**Run 1: clock nets**

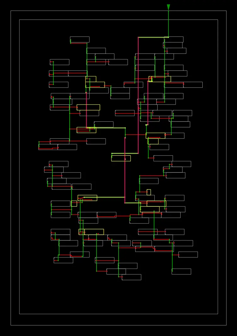
**Run 1: sequential cells grouped by signal name**

Bar = 20 um. Other cells in gray.
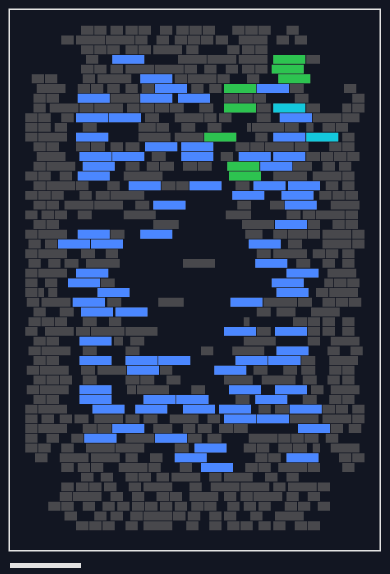
**Run 1: I/O nets highlighted**

Bar = 20 um.
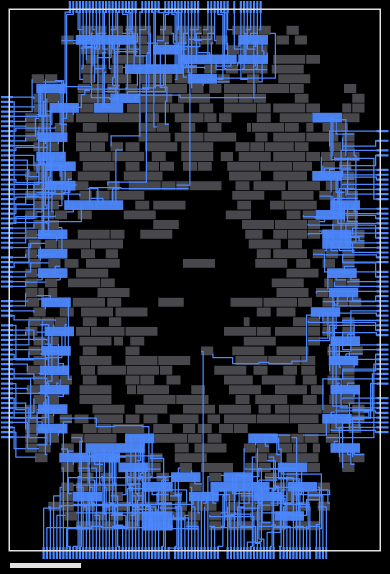
`src/rtl/mux_tree_pipelined_pkg.sv`:
```
// Shared constants and geometry helpers for the pipelined radix-4 select tree.
// All words of every stage are packed into one flat chain, lowest stage first.
package mux_tree_pipelined_pkg;

  function automatic int num_stages(input int sw);
    return (sw + 1) / 2;
  endfunction

  function automatic int stage_radix(input int sw, input int k);
    return (2 * k + 2 <= sw) ? 4 : 2;
  endfunction

  function automatic int radix_bits(input int radix);
    return (radix == 4) ? 2 : 1;
  endfunction

  // Candidate words entering stage k; the final output counts as one word.
  function automatic int words_at(input int sw, input int k);
    if (k >= num_stages(sw)) return 1;
    return (1 << sw) >> (2 * k);
  endfunction

  function automatic int chain_off(input int sw, input int bw, input int k);
    int off;
    off = 0;
    for (int i = 0; i < k; i++) off += words_at(sw, i) * bw;
    return off;
  endfunction

endpackage

```
`src/rtl/mux_tree_stage.sv`:
```
// One registered radix-2/4 reduction level of the select tree.
// Carries the full select tag and a valid bit alongside the candidates.
module mux_tree_stage
  import mux_tree_pipelined_pkg::*;
#(
  parameter int BIT_WIDTH = 16,
  parameter int IN_WORDS  = 4,
  parameter int RADIX     = 4,
  parameter int SEL_WIDTH = 2,
  parameter int SEL_LSB   = 0
) (
  input  logic                                    i_clk,
  input  logic                                    i_reset,
  input  logic                                    i_en,
  input  logic                                    i_valid,
  input  logic [SEL_WIDTH-1:0]                    i_sel,
  input  logic [IN_WORDS*BIT_WIDTH-1:0]           i_data,
  output logic                                    o_valid,
  output logic [SEL_WIDTH-1:0]                    o_sel,
  output logic [(IN_WORDS/RADIX)*BIT_WIDTH-1:0]   o_data
);

  localparam int OUT_WORDS = IN_WORDS / RADIX;
  localparam int RB        = radix_bits(RADIX);

  logic [OUT_WORDS*BIT_WIDTH-1:0] data_d, data_q;
  logic [SEL_WIDTH-1:0]           sel_d, sel_q;
  logic                           vld_d, vld_q;
  logic [RB-1:0]                  pick;

  assign pick = i_sel[SEL_LSB +: RB];

  always_comb begin
    data_d = data_q;
    sel_d  = sel_q;
    vld_d  = vld_q;
    if (i_en) begin
      vld_d = i_valid;
      sel_d = i_sel;
      for (int g = 0; g < OUT_WORDS; g++) begin
        data_d[g*BIT_WIDTH +: BIT_WIDTH] =
          i_data[(g*RADIX + int'(pick))*BIT_WIDTH +: BIT_WIDTH];
      end
    end
  end

  always_ff @(posedge i_clk or posedge i_reset) begin
    if (i_reset) begin
      data_q <= '0;
      sel_q  <= '0;
      vld_q  <= 1'b0;
    end else begin
      data_q <= data_d;
      sel_q  <= sel_d;
      vld_q  <= vld_d;
    end
  end

  assign o_valid = vld_q;
  assign o_sel   = sel_q;
  assign o_data  = data_q;

endmodule

```
`src/rtl/mux_tree_pipelined.sv`:
```
// Pipelined N-to-1 word selector with valid/ready flow control.
// Each stage resolves two select bits; a global stall freezes every stage.
module mux_tree_pipelined
  import mux_tree_pipelined_pkg::*;
#(
  parameter int BIT_WIDTH  = 16,
  parameter int SEL_WIDTH  = 4,
  parameter int NUM_INPUTS = 1 << SEL_WIDTH,
  parameter int NUM_STAGES = (SEL_WIDTH + 1) / 2
) (
  input  logic                            i_clk,
  input  logic                            i_reset,
  input  logic                            i_valid,
  output logic                            o_ready,
  input  logic [SEL_WIDTH-1:0]            i_sel,
  input  logic [BIT_WIDTH*NUM_INPUTS-1:0] i_A,
  output logic                            o_valid,
  input  logic                            i_ready,
  output logic [BIT_WIDTH-1:0]            o_B,
  output logic [SEL_WIDTH-1:0]            o_sel
);

  localparam int CHAIN_W = chain_off(SEL_WIDTH, BIT_WIDTH, NUM_STAGES + 1);

  logic [CHAIN_W-1:0]   data_c;
  logic [SEL_WIDTH-1:0] sel_c [NUM_STAGES+1];
  logic                 vld_c [NUM_STAGES+1];
  logic                 advance;

  assign advance = !vld_c[NUM_STAGES] || i_ready;

  assign data_c[NUM_INPUTS*BIT_WIDTH-1:0] = i_A;
  assign sel_c[0] = i_sel;
  assign vld_c[0] = i_valid;

  for (genvar k = 0; k < NUM_STAGES; k++) begin : g_stage
    localparam int IW    = words_at(SEL_WIDTH, k);
    localparam int RX    = stage_radix(SEL_WIDTH, k);
    localparam int OFF_I = chain_off(SEL_WIDTH, BIT_WIDTH, k);
    localparam int OFF_O = chain_off(SEL_WIDTH, BIT_WIDTH, k + 1);

    mux_tree_stage #(
      .BIT_WIDTH (BIT_WIDTH),
      .IN_WORDS  (IW),
      .RADIX     (RX),
      .SEL_WIDTH (SEL_WIDTH),
      .SEL_LSB   (2 * k)
    ) u_stage (
      .i_clk   (i_clk),
      .i_reset (i_reset),
      .i_en    (advance),
      .i_valid (vld_c[k]),
      .i_sel   (sel_c[k]),
      .i_data  (data_c[OFF_I +: IW*BIT_WIDTH]),
      .o_valid (vld_c[k+1]),
      .o_sel   (sel_c[k+1]),
      .o_data  (data_c[OFF_O +: (IW/RX)*BIT_WIDTH])
    );
  end

  assign o_ready = advance;
  assign o_valid = vld_c[NUM_STAGES];
  assign o_sel   = sel_c[NUM_STAGES];
  assign o_B     = data_c[CHAIN_W-1 -: BIT_WIDTH];

endmodule

```
`config.mk`:
```
export PLATFORM = sky130hd
export DESIGN_NAME = mux_tree_pipelined
export DESIGN_NICKNAME = d
export VERILOG_FILES = /design/src/rtl/mux_tree_pipelined_pkg.sv /design/src/rtl/mux_tree_stage.sv /design/src/rtl/mux_tree_pipelined.sv
export SDC_FILE = /design/constraint.sdc
export NUM_CORES = 1
export LEC_CHECK = 0
export CORE_ASPECT_RATIO = 1.5
export CORE_MARGIN = 4
export CORE_UTILIZATION = 40
export DETAILED_ROUTE_END_ITERATION = 10
export PLACE_DENSITY = 0.81
export SYNTH_ARGS = -nofsm -noshare
export SYNTH_HDL_FRONTEND = slang
export SYNTH_SLANG_ARGS = --single-unit
```
`constraint.sdc`:
```
create_clock -name i_clk -period 3.66 [get_ports i_clk]
set_clock_uncertainty 0.05 [all_clocks]
set_input_delay 0.732 -clock i_clk [delete_from_list [all_inputs] [get_ports i_clk]]
set_output_delay 0.732 -clock i_clk [all_outputs]
set_load 0.05 [all_outputs]
```
==> run_results.csv, run 1 <==
group,metric,value,unit
pwr,leakage,3.28,nW
floorplan,dieHeight,151,um
drt,dr.pass1.iters,4,
place,dp_worst_setup_slack,0.771,ns
logic_synthesis,synthMuxAreaShare,52.1,%
grt,grtUsageMet1,20.6,%
grt,grt.overflow.total,0,
setup_path,path_common_cell,"clkdlybuf4s50_1",
setup_path,crit_end,"o_ready",
final_timing,relSlewSlack,24.0,%
final_timing,layout_setup_ws,0.774,ns
floorplan,initCoreUtil,40.6,%
pwr,combPwrFrac,36.5,%
drt,route.met3.wl,1.04,mm
logic_synthesis,top_cell_area_share,41.2,%
pwr,powerComb,1.29,mW
run_status,status,"complete, no violations",
pwr,pwr-share-clk,26.1,%
setup_path,reg2reg_depth,2,
clock_network,cts_root_buf,"clkbuf_16",
clock_network,post_cts_buffers,0,
finish,n_antenna_cell,0,
grt,grt_max_degree,91,
drt,initialDrtViolationCount,91,
drt,wl_met1,5.15,mm
setup_path,r2r-end,"g_stage[1].u_stage.o_data[14]$_DFFE_PP0P_",
pwr,ir_worst_vdd,0.000249,V
logic_synthesis,aoi_share,0,%
setup_path,worstSetupPathType,"in -> out",
setup_path,slowest_stage,"clkdlybuf4s50_1",
finish,area_growth,56.5,%
grt,grt_pass1_vias,4474,
clock_network,cts_tree,"yes",
drt,dr_wl_met2,8.50,mm
clock_network,clock_latency,0.33,ns
logic_synthesis,yosys-top-cells-area,"dfrtp_1 (41%), mux4_2 (30%), mux2_2 (18%)",
place,place_hpwl,12.3,mm
setup_path,rrSetupSlack,1.48,ns
clock_network,cts_resized,0,
drt,drt_drc_violations_left,0,
clock_network,cts_buffers,9,
logic_synthesis,ys_top_cells_by_count,"dfrtp_1 (90), mux2_2 (85), mux4_2 (72)",
place,place_inst,714,
place,place.gp.congestion,0.761,
setup_path,endpoint_kind,"output port",
final_timing,tightest_slew,1.14,ns
setup_path,cp_top_family,"buffers and inverters",
floorplan,rows,52,
floorplan,fp.dieW,103,um
pwr,seqPwrFrac,37.4,%
setup_path,startpoint_type,"input pin",
logic_synthesis,yosysSeqAreaShare,41.2,%
pwr,power_leader,"sequential cells",
hold_path,min_to,"g_stage[1].u_stage.o_valid$_DFFE_PP0P_",
final_timing,fin_crit,2.89,ns
floorplan,core-area,0.0135,mm^2
logic_synthesis,syn_inst,306,
drt,routed-via-count,3923,
logic_synthesis,largest_area_cell,"dfrtp_1",
pwr,p_sw_share,29.1,%
setup_path,worstSetupPathDepth,3,
pwr,power_density,414,mW/mm^2
grt,grt_pass1_wl,22.4,mm
clock_network,htreeDepth,3,
drt,vias_per_cell,5.37,
logic_synthesis,synthArstFlopShare,100,%
floorplan,dieArea,0.0156,mm^2
finish,stdcell_count,730,
clock_network,holdBufCountCts,0,
finish,largest_register_ffs,80,
pwr,finalPower,3.54,mW
run,drv_cap,0,
finish,drive_above_1_share,32.6,%
final_timing,whs,0.409,ns
grt,antenna_found_initial,0,
hold_path,hold_path_class,"reg -> reg",
Notes on 'clock nets' above:
P_clk: 925 uW
# clk buffers: 12
Clock Sink Count: 90
flip-flops: 90

Notes on 'sequential cells grouped by signal name' above:
g_stage.u_stage.o_data: in blue, flops 80. g_stage.u_stage.o_valid: in cyan, flops 2. g_stage.u_stage.o_sel: in green, flops 8.
sequential cell power: 1.32 mW
register area: 0.00225 mm^2
post-layout util: 63.5%
flop share of the area: 26.3%

Notes on 'I/O nets highlighted' above:
i_A: in blue, bits 256, direction input, edge 82 south, 67 west, 54 east, 53 north, end cells 64, buffers 256, wire 6800 um.
IO Count: 286
PortBufs: 285

run 1: cell usage in the layout, fill, tap and decap left out:
master and instances:
clkdlybuf4s50_1 283, dfrtp_1 90, mux2_2 85, mux4_2 72, clkbuf_16 9, mux4_1 8, mux2_4 4, buf_4 3
buf_12 3, clkinvlp_4 2, clkbuf_8 2, nand2b_4 1, inv_4 1, nand2b_1 1, clkinv_2 1, bufinv_16 1
clkbuf_1 1, buf_2 1
run 1: area by class of cell:
class	count	area (um^2)	share of cell area, %
Clock buffer	12	256	3.00
Clock inverter	4	50.0	0.585
Inverter	1	6.26	0.0731
Multi-Input combinational cell	171	2870	33.5
Sequential cell	90	2250	26.3
Tap cell	162	203	2.37
Timing Repair Buffer	290	2920	34.1
**Run 1: close-up of the layout**

Region (6, 93) to (46, 133) um. Cells in gray, sequential cells in the stronger gray; small squares are vias.
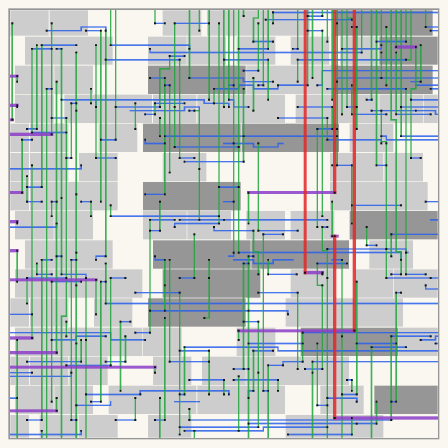

--- run 2 (diff from run 1) ---
==> constraint.sdc (replaced) <==
create_clock -name i_clk -period 2.7 [get_ports i_clk]
set_clock_uncertainty 0.05 [all_clocks]
set_input_delay 0.54 -clock i_clk [delete_from_list [all_inputs] [get_ports i_clk]]
set_output_delay 0.54 -clock i_clk [all_outputs]
set_load 0.05 [all_outputs]
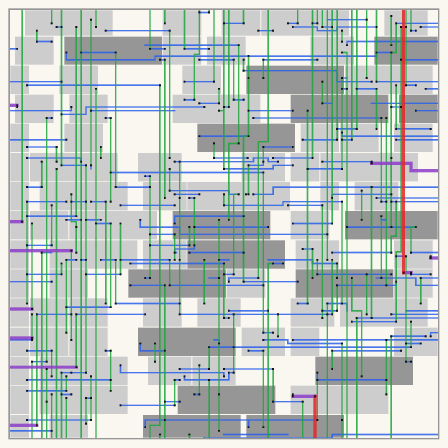
**Above:** run 2 (close-up of the layout).
Region (6, 93) to (46, 133) um. Cells in gray, sequential cells in the stronger gray; small squares are vias.
metal 2: in green. metal 3: in purple. metal 4: in red. metal 1: in blue.
Most frequent: clkdlybuf4s50_1 (25), dfrtp_1 (15), mux2_2 (14). Netlist names of flops here include g_stage.u_stage.o_data (15). Sequential cells in the window: 15. 71 logic cells have their middle in the window.

==> run_results.csv, run 2 <==
group,metric,value,unit
finish,final_common_cell,"clkdlybuf4s50_1",
final_timing,relSlewSlack,41.8,%
logic_synthesis,yosysSeqAreaShare,41.2,%
grt,grtUsageMet1,20.9,%
clock_network,clock_latency,0.33,ns
logic_synthesis,largest_area_cell,"dfrtp_1",
setup_path,crit_end,"o_valid",
finish,area_growth,58.9,%
setup_path,reg2reg_depth,2,
finish,stdcell_count,736,
pwr,p_sw_share,28.8,%
clock_network,cts_buffers,9,
grt,grt_pass1_wl,23.0,mm
drt,vias_per_cell,5.38,
grt,grt_max_degree,91,
pwr,ir_worst_vdd,0.000308,V
pwr,pwr-share-clk,28.3,%
logic_synthesis,syn_inst,306,
setup_path,cp_top_family,"buffers and inverters",
setup_path,slowest_stage,"clkdlybuf4s50_1",
drt,initialDrtViolationCount,133,
setup_path,endpoint_kind,"output port",
logic_synthesis,ys_top_cells_by_count,"dfrtp_1 (90), mux2_2 (85), mux4_2 (72)",
clock_network,cts_resized,0,
logic_synthesis,synthArstFlopShare,100,%
place,place_hpwl,12.6,mm
pwr,finalPower,5.00,mW
place,dp_worst_setup_slack,0.548,ns
finish,largest_register_ffs,80,
clock_network,cts_root_buf,"clkbuf_16",
place,place_inst,720,
floorplan,dieArea,0.0156,mm^2
clock_network,cts_tree,"yes",
final_timing,tightest_slew,0.874,ns
final_timing,layout_setup_ws,0.559,ns
final_timing,whs,0.436,ns
drt,dr_wl_met2,9.17,mm
clock_network,cts.sinks,90,
drt,wl_met1,5.19,mm
drt,route.met3.wl,966,um
run_status,status,"complete, no violations",
setup_path,rrSetupSlack,0.91,ns
grt,antenna_found_initial,0,
floorplan,fp.dieW,103,um
pwr,leakage,3.34,nW
floorplan,core-area,0.0135,mm^2
setup_path,worstSetupPathType,"reg -> out",
finish,final_core_util,64.5,%
setup_path,r2r-end,"g_stage[1].u_stage.o_data[9]$_DFFE_PP0P_",
pwr,power_density,575,mW/mm^2
setup_path,worstSetupPathDepth,1,
drt,routed-via-count,3959,
clock_network,htreeDepth,3,
grt,grt_pass1_vias,4476,
place,portBuffers,285,
floorplan,rows,52,
setup_path,startpoint_type,"flip-flop",
finish,drive_above_1_share,33.6,%
logic_synthesis,aoi_share,0,%
run 2: cell counts after synthesis:
No cell type changed its count.
run 2: power by group through the flow:
stage | Sequential (mW) | Clock (mW) | Combinational [mW]
CTS | 1.80 | 1.45 | 1.82
floorplan | 1.79 | 0 | 1.19
global route | 1.82 | 1.51 | 1.89
global placement | 1.80 | 0 | 1.77
finish | 1.79 | 1.41 | 1.79
detailed placement | 1.82 | 0 | 1.81
run 2: final cells by class:
class / count / area (um^2) / area share [%]
flip-flops and latches: 90 / 2250 / 25.9
clock buffers: 9 / 225 / 2.59
inverters: 1 / 7.51 / 0.0864
multi-input cells: 171 / 2870 / 33.0
repair buffers: 296 / 3010 / 34.7
clock inverters: 7 / 118 / 1.35
well taps: 162 / 203 / 2.33
**Run 2: signal wires by layer**

Two of the layers only.
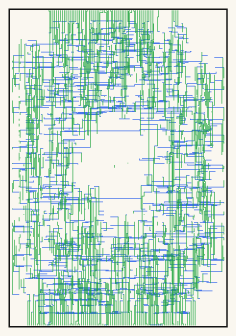

--- run 3 (diff from run 2) ---
==> constraint.sdc (replaced) <==
create_clock -name i_clk -period 2 [get_ports i_clk]
set_clock_uncertainty 0.05 [all_clocks]
set_input_delay 0.4 -clock i_clk [delete_from_list [all_inputs] [get_ports i_clk]]
set_output_delay 0.4 -clock i_clk [all_outputs]
set_load 0.05 [all_outputs]
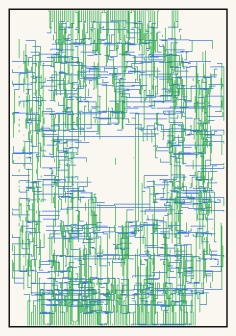
**Above:** run 3 (signal wires by layer).
Two of the layers only.
metal 1: in blue, wire length 4950 um. metal 2: in green, wire length 9220 um.

==> run_results.csv, run 3 <==
group,metric,value,unit
clock_network,cts_tree,"yes",
floorplan,core-area,0.0135,mm^2
setup_path,cp_cell_sequence,"clkdlybuf4s50_1",
pwr,finalPower,6.62,mW
finish,largest_register_ffs,80,
setup_path,slowest_stage,"clkdlybuf4s50_1",
clock_network,htreeDepth,3,
pwr,ir_worst_vdd,0.000513,V
setup_path,rrSetupSlack,0.43,ns
place,dp_worst_setup_slack,0.126,ns
floorplan,taps,162,
final_timing,hold_viol,0,
setup_path,r2r-end,"g_stage[1].u_stage.o_data[14]$_DFFE_PP0P_",
grt,antenna_found_initial,0,
final_timing,whs,0.433,ns
grt,grt_max_degree,91,
clock_network,cts.sinks,90,
logic_synthesis,syn_inst,306,
finish,final_common_cell,"clkdlybuf4s50_1",
setup_path,required,1.55,ns
finish,clock_buffers,9,
finish,largest_class,"non-clock buffers",
clock_network,cts_buffers,9,
place,place_inst,722,
floorplan,fp.dieW,103,um
place,portBuffers,285,
logic_synthesis,synthArstFlopShare,100,%
pwr,seq-power,2.40,mW
setup_path,worstSetupPathType,"reg -> out",
setup_path,cp_top_family,"buffers and inverters",
drt,routed-via-count,3921,
final_timing,layout_setup_ws,0.0595,ns
finish,clkCellAreaFrac,3.76,%
finish,logic_area,0.00287,mm^2
pwr,p_sw_share,29.5,%
grt,grt_pass1_vias,4558,
finish,stdcell_count,738,
run_status,status,"complete, no violations",
setup_path,crit_end,"o_B[5]",
final_timing,tightest_slew,0.517,ns
pwr,power_density,763,mW/mm^2
pwr,pwr-share-clk,27.2,%
logic_synthesis,yosys-top-cells-area,"dfrtp_1 (41%), mux4_2 (30%), mux2_2 (18%)",
finish,combAreaFraction,33.0,%
drt,drt_drc_violations_left,0,
logic_synthesis,largest_area_cell,"dfrtp_1",
final_timing,relSlewSlack,65.4,%
finish,ff_count,90,
logic_synthesis,yosysMostFrequentCell,"dfrtp_1",
clock_network,cts_root_buf,"clkbuf_16",
finish,drive_above_1_share,35.8,%
clock_network,clock_latency,0.33,ns
finish,logic_gate_count,171,
grt,grt_pass1_wl,23.1,mm
floorplan,dieArea,0.0156,mm^2
finish,seq_share,25.9,%
setup_path,worstSetupPathDepth,1,
floorplan,rows,52,
pwr,powerComb,2.42,mW
finish,area_growth,58.8,%
pwr,leakage,3.41,nW
clock_network,path_clk_slew,0.07,ns
logic_synthesis,ys_top_cells_by_count,"dfrtp_1 (90), mux2_2 (85), mux4_2 (72)",
finish,bufAreaShareNonClock,34.8,%
finish,final_core_util,64.5,%
drt,vias_per_cell,5.31,
finish,nonClockInverterCount,1,
logic_synthesis,yosysSeqAreaShare,41.2,%
finish,seq_area,0.00225,mm^2
place,place_hpwl,13.0,mm
finish,buffers,298,
clock_network,cts_resized,0,
pwr,power_leader,"combinational logic",
setup_path,reg2reg_depth,3,
-- run 3: cell types whose count changed in the layout (fill, tap and decap cells not counted), sizes merged --
cell / previous run / this run
clkdlybuf4s50: 282 / 266
buf: 14 / 27
dlymetal6s2s: 0 / 5
inv: 0 / 2
bufinv: 3 / 2
clkinvlp: 4 / 3
-- run 3: routing by layer --
layer	track usage (%)	part of all wire, %	up-vias
met2	39.0	59	170
met5	0	0	-
met1	20.1	32	1975
met3	4.15	7.1	22
met4	7.06	2.0	0
li1	-	-	1754
-- run 3: cells by family after synthesis --
family	Yosys count	share of synthesized area [%]
flip-flops	90	41.2
AND/OR/NAND/NOR	2	0.229
multiplexers	169	52.1
buffers and inverters	45	6.48
Power figures rest on the tool's default switching activity, not on a simulated workload.
